==> images/m4.png <==
Supply wires on this layer in gray.
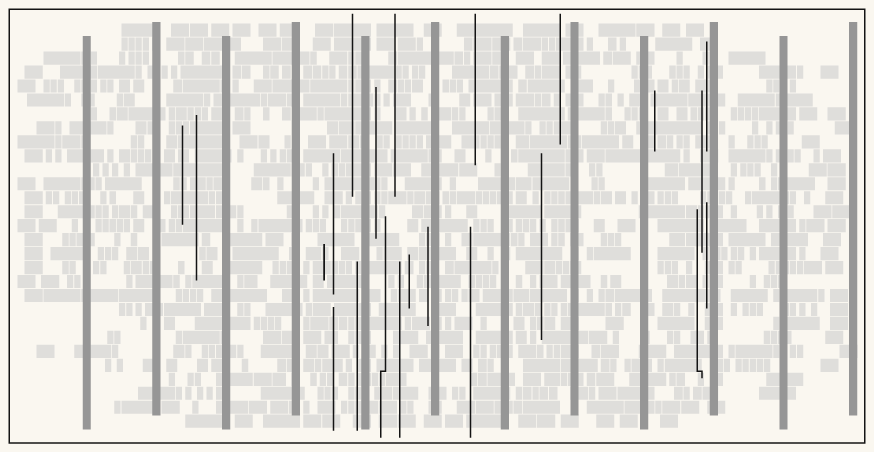
==> images/m3.png <==
Scale bar: 50 um.
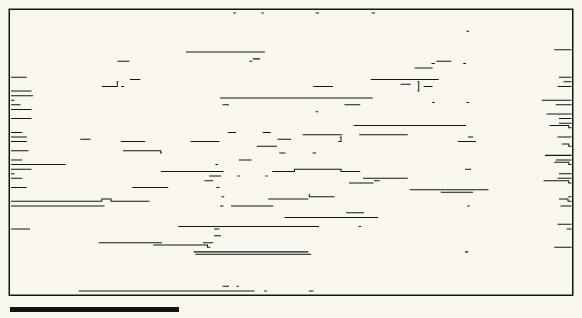
==> images/sizing.png <==
Scale bar: 50 um.
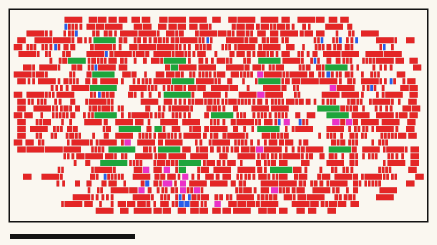
### src/rtl/demux_pkg.sv
// Shared definitions for stream_demux. STREAM_DEMUX_SKID_EN selects 2-entry channel buffers
// (BUF_DEPTH=2) instead of the default single-entry buffers.
package demux_pkg;

  function automatic int sel_bits(input int n);
    return $clog2(n);
  endfunction

`ifdef STREAM_DEMUX_SKID_EN
  localparam int BUF_DEPTH = 2;
`else
  localparam int BUF_DEPTH = 1;
`endif

  typedef enum logic [1:0] {
    CH_EMPTY = 2'd0,
    CH_ONE   = 2'd1,
    CH_TWO   = 2'd2
  } chan_state_t;

endpackage

### src/rtl/stream_slot.sv
// Per-channel output buffer for stream_demux: holds up to BUF_DEPTH words and presents
// the oldest one with a valid/ready handshake.
module stream_slot
  import demux_pkg::*;
#(
  parameter int DATA_WIDTH = 32
) (
  input  logic                  clk,
  input  logic                  rst,
  input  logic                  push,
  input  logic [DATA_WIDTH-1:0] push_data,
  output logic                  valid,
  input  logic                  ready,
  output logic [DATA_WIDTH-1:0] data,
  output logic                  full
);

  chan_state_t           state, state_next;
  logic [DATA_WIDTH-1:0] head, head_next;
  logic [DATA_WIDTH-1:0] tail, tail_next;
  logic                  pop;

  assign valid = (state != CH_EMPTY);
  assign pop   = valid && ready;
  assign data  = head;
  assign full  = (BUF_DEPTH == 1) ? valid : (state == CH_TWO);

  always_ff @(posedge clk) begin
    if (rst) begin
      state <= CH_EMPTY;
      head  <= '0;
      tail  <= '0;
    end else begin
      state <= state_next;
      head  <= head_next;
      tail  <= tail_next;
    end
  end

  // head is always the word on the output; tail only fills while head is stalled
  always_comb begin
    state_next = state;
    head_next  = head;
    tail_next  = tail;
    case (state)
      CH_EMPTY: begin
        if (push) begin
          state_next = CH_ONE;
          head_next  = push_data;
        end
      end
      CH_ONE: begin
        if (push && pop) begin
          head_next = push_data;
        end else if (push) begin
          if (BUF_DEPTH > 1) begin
            state_next = CH_TWO;
            tail_next  = push_data;
          end
        end else if (pop) begin
          state_next = CH_EMPTY;
        end
      end
      CH_TWO: begin
        if (pop) begin
          head_next = tail;
          if (push) begin
            tail_next = push_data;
          end else begin
            state_next = CH_ONE;
          end
        end
      end
      default: state_next = CH_EMPTY;
    endcase
  end

endmodule

### src/rtl/stream_demux.sv
// Registered 1-to-N stream demultiplexer with per-channel buffering.
// Define STREAM_DEMUX_SKID_EN for 2-entry buffers and an o_ready free of i_ready paths.
module stream_demux
  import demux_pkg::*;
#(
  parameter  int NUM_OUTPUTS = 4,
  parameter  int DATA_WIDTH  = 32,
  localparam int SELECT_BITS = sel_bits(NUM_OUTPUTS)
) (
  input  logic                              i_clk,
  input  logic                              i_rst,
  input  logic                              i_valid,
  output logic                              o_ready,
  input  logic [DATA_WIDTH-1:0]             i_data,
  input  logic [SELECT_BITS-1:0]            i_select,
  output logic [NUM_OUTPUTS-1:0]            o_valid,
  input  logic [NUM_OUTPUTS-1:0]            i_ready,
  output logic [NUM_OUTPUTS*DATA_WIDTH-1:0] o_data_bus,
  output logic                              o_sel_err
);

  logic [NUM_OUTPUTS-1:0] push;
  logic [NUM_OUTPUTS-1:0] full;
  logic                   sel_ok;
  logic                   accept;

  // Out-of-range selects fall through with o_ready=1 so the word is consumed and dropped
  always_comb begin
    o_ready = 1'b1;
    sel_ok  = 1'b0;
    for (int k = 0; k < NUM_OUTPUTS; k++) begin
      if (int'(i_select) == k) begin
        sel_ok = 1'b1;
`ifdef STREAM_DEMUX_SKID_EN
        o_ready = !full[k];
`else
        o_ready = !full[k] || i_ready[k];
`endif
      end
    end
    accept = i_valid && o_ready;
    push   = '0;
    for (int k = 0; k < NUM_OUTPUTS; k++) begin
      push[k] = accept && (int'(i_select) == k);
    end
  end

  always_ff @(posedge i_clk) begin
    if (i_rst) begin
      o_sel_err <= 1'b0;
    end else begin
      o_sel_err <= accept && !sel_ok;
    end
  end

  for (genvar k = 0; k < NUM_OUTPUTS; k++) begin : g_slot
    stream_slot #(
      .DATA_WIDTH(DATA_WIDTH)
    ) u_slot (
      .clk      (i_clk),
      .rst      (i_rst),
      .push     (push[k]),
      .push_data(i_data),
      .valid    (o_valid[k]),
      .ready    (i_ready[k]),
      .data     (o_data_bus[k*DATA_WIDTH +: DATA_WIDTH]),
      .full     (full[k])
    );
  end

endmodule

### config.mk
export PLATFORM = sky130hd
export DESIGN_NAME = stream_demux
export DESIGN_NICKNAME = d
export VERILOG_FILES = /design/src/rtl/demux_pkg.sv /design/src/rtl/stream_slot.sv /design/src/rtl/stream_demux.sv
export SDC_FILE = /design/constraint.sdc
export NUM_CORES = 1
export LEC_CHECK = 0
export ABC_AREA = 1
export CAP_MARGIN = 20
export CORE_ASPECT_RATIO = 0.5
export CORE_UTILIZATION = 45
export CTS_CLUSTER_DIAMETER = 50
export DETAILED_ROUTE_END_ITERATION = 7
export PLACE_DENSITY = 0.76
export SYNTH_ARGS = -nofsm -noshare
export SYNTH_HDL_FRONTEND = slang
export SYNTH_SLANG_ARGS = --single-unit
### constraint.sdc
create_clock -name i_clk -period 4.1 [get_ports i_clk]
set_input_delay 1.23 -clock i_clk [delete_from_list [all_inputs] [get_ports i_clk]]
set_output_delay 1.23 -clock i_clk [all_outputs]
set_load 0.01 [all_outputs]
==> impl_metrics.tcl <==
# metrics dict for downstream scripts
set metrics [dict create \
    drcViolationCount 5 \
    status "finished, violations left" \
    fmax_mhz 250 \
    fill_cells 1105 \
    dr.pass1.iters 7 \
    gr-total-overflow 0 \
    chip_area_um2 14000 \
    wl_per_cell_um 14.0 \
    core_um2 12900 \
    path_class "in -> out" \
    tritoncts "done" \
    holdBufCountCts 0 \
    violations "DRC" \
    cp-end-kind "output port" \
    grt_setup_unrepaired "no" \
    pwr-share-clk_pct 45.9 \
    leakagePower_nw 3.99 \
    p_seq_share_pct 39.5 \
    numCtsBuffers 17 \
    antenna_cells 0 \
    combPwrFrac_pct 14.6 \
    syn_avg_cell_area_um2 6.46 \
    place_congestion 0.906 \
    p_total_w 0.00355 \
    die_h_um 84.2 \
    synth_cell_type_count 15 \
    final_common_cell "inv_1" \
    r2r_slack_ns 2.03 \
    cellPowerDensity_nw_per_um2 419 \
    cts_setup_buffers 0 \
    startpoint_type "primary input" \
    rr_worst_depth 9 \
    critPathArrivalTime_ns 2.77 \
    reg2reg_from "g_slot[0].u_slot.state[0]$_SDFFE_PP0P_" \
    num_rows 29 \
    grtUsageTotal_pct 25.6 \
    mi_logic_area_um2 2130 \
    max-cap-violations 0 \
    cts_root_buf "clkbuf_16" \
    cts_max_path_buffers 2 \
    drive_gt1_share_pct 6.03 \
    relSlewSlack_pct 36.5 \
    p_switching_w 0.000923 \
    reg2reg_to "g_slot[2].u_slot.data[12]$_SDFFE_PP0P_" \
    floorplan.nets 982 \
    tool_warnings 26 \
    drt_iter0_markers 324 \
    routed_via_density 4.69 \
    hold_viol 0 \
    placement.io_buffers 174 \
    vdd_drop_max_mv 0.225 \
    numSynthFlops 133 \
    most-common-layout-cells "inv_1 (250), nand2_1 (200), clkdlybuf4s50_1 (173), dfxtp_1 (133), nor2_1 (102)" \
    setup_violations 0 \
    clock-skew-final_ns 0.00862 \
    period_used_pct 97.7 \
    nNetsFinal 1122 \
    min_to "g_slot[3].u_slot.data[17]$_SDFFE_PP0P_" \
    holdCritStartpoint "g_slot[3].u_slot.data[17]$_SDFFE_PP0P_" \
    numClockSinks 133 \
    ys_area_um2 6080 \
    clock.latency.late_pin_ns 0.41 \
    htreeDepth 4 \
    p_int_w 0.00263 \
    min_period_ns 4.00 \
    syn_inst 941 \
    hp-class "reg -> reg" \
    ctsResizeCount 0 \
    fp_util_pct 47.0 \
    antenna_found_initial 0 \
    ant_nets 0 \
    die_width_um 166 \
    cp.required_ns 2.87 \
    switching_share_pct 26.0 \
    clkSlewWorstSetupHoldPaths_ns 0.06 \
    ys_cells 941 \
    whs_path_depth 2 \
    first_global_vias 5587 \
    path_max_fanout 4 \
    report.final.slew_viol_count 0 \
    grt_pass1_wl_um 28200 \
    tightest_slew_ns 0.952 \
    ios 175 \
    fin_hold_ws_ns 0.445 \
]
Back to the opening pictures, m4.png:
18 nets have wire on it. The longest straight run is 40.8 um.
routed vias: 5933
Post-Route WL: 17700 um

Back to the opening pictures, m3.png:
85 nets have wire on it. The longest straight run is 51.8 um. The layer holds 5.1% of the routed length. The wires run mostly horizontal.
met3 Track Usage GR: 5.14%

Back to the opening pictures, sizing.png:
Key: x2 = blue [cells 23, share 2.1%]; x1 and smaller = red [cells 1028, share 94%]; x6 and larger = green [cells 25, share 2.3%]; x3 and x4 = magenta [cells 18, share 1.6%]
synthesis-to-finish area growth: 39.6%
Buffers, non-clock: 185
setup ws final: 0.0962 ns
Finished Cell Area: 8480 um^2

per-layer routing:
metal,share of wire (%),GRT usage [%]
met5,0,0
met4,3.4,12.8
met3,5.1,5.14
met2,46,43.1
met1,45,31.7
per-stage QoR:
stage               setup slack [ns]  util, %  cells  cell area, um^2
global route                 0.00990     65.7   1264             8480
floorplan                      0.883        -    941             6080
finish                        0.0962     65.7   1264             8480
detailed placement             0.101     60.8   1232             7850
CTS                           0.0916     65.7   1264             8480
global placement               0.113     60.8   1232             7850
logic make-up after synthesis:
| family | count (synthesis) | share of synthesized area (%) |
|---|---|---|
| other cells | 1 | 0.0617 |
| buf+inv | 334 | 21.3 |
| simple gates | 406 | 29.3 |
| flops | 133 | 43.8 |
| compound gates | 67 | 5.52 |
cells in the mapped netlist:
library cell,number,share of area (%)
nand4_1,100,10
o21ai_0,32,2.6
buf_4,5,0.62
buf_2,17,1.4
conb_1,1,0.062
inv_2,19,1.2
nor2_2,2,0.21
nor2_1,103,6.4
inv_1,251,16
nand2_1,200,12
dfxtp_1,133,44
a21oi_1,35,2.9
nand3_1,1,0.082
buf_1,14,0.86
clkbuf_1,28,1.7
state kept, by name (all words and copies together), names as in the netlist:
| signal | flops |
|---|---|
| g_slot.u_slot.data | 128 |
| g_slot.u_slot.state | 4 |
| o_sel_err | 1 |
critical path, stage by stage:
cell,delay (ns)
clkdlybuf4s50_1,0.55
inv_2,0.06
nand2_1,0.07
inv_2,0.04
nand2_1,0.07
nand3_1,0.11
nor2_4,0.11
clkdlybuf4s50_1,0.54
power groups by stage:
stage	Sequential, W	Clock [W]	Combinational, W
after global routing	0.00141	0.00171	0.000571
after floorplan	0.00146	0	0.000235
after CTS	0.00140	0.00165	0.000519
after global placement	0.00143	0	0.000503
final	0.00140	0.00163	0.000518
after detailed placement	0.00143	0	0.000512
cell type report:
| type | instances | area share [%] |
|---|---|---|
| inverter | 270 | 12.0 |
| sequential | 133 | 31.4 |
| clock inverter | 14 | 2.37 |
| clock buffer | 18 | 5.06 |
| tap | 170 | 2.51 |
| multi-input combinational | 474 | 25.1 |
| timing repair buffer | 185 | 21.6 |
how the worst max path moves through the flow:
stage	startpoint	to	slack, ns	cells after the start
final	i_select[0]	o_ready	0.1	8
after floorplan	i_select[0]	o_ready	0.88	7
after global routing	i_select[0]	o_ready	0.01	8
after global placement	i_select[0]	o_ready	0.11	8
after detailed placement	i_select[0]	o_ready	0.10	8
after CTS	i_select[0]	o_ready	0.09	8
Power and IR drop assume default switching activity.
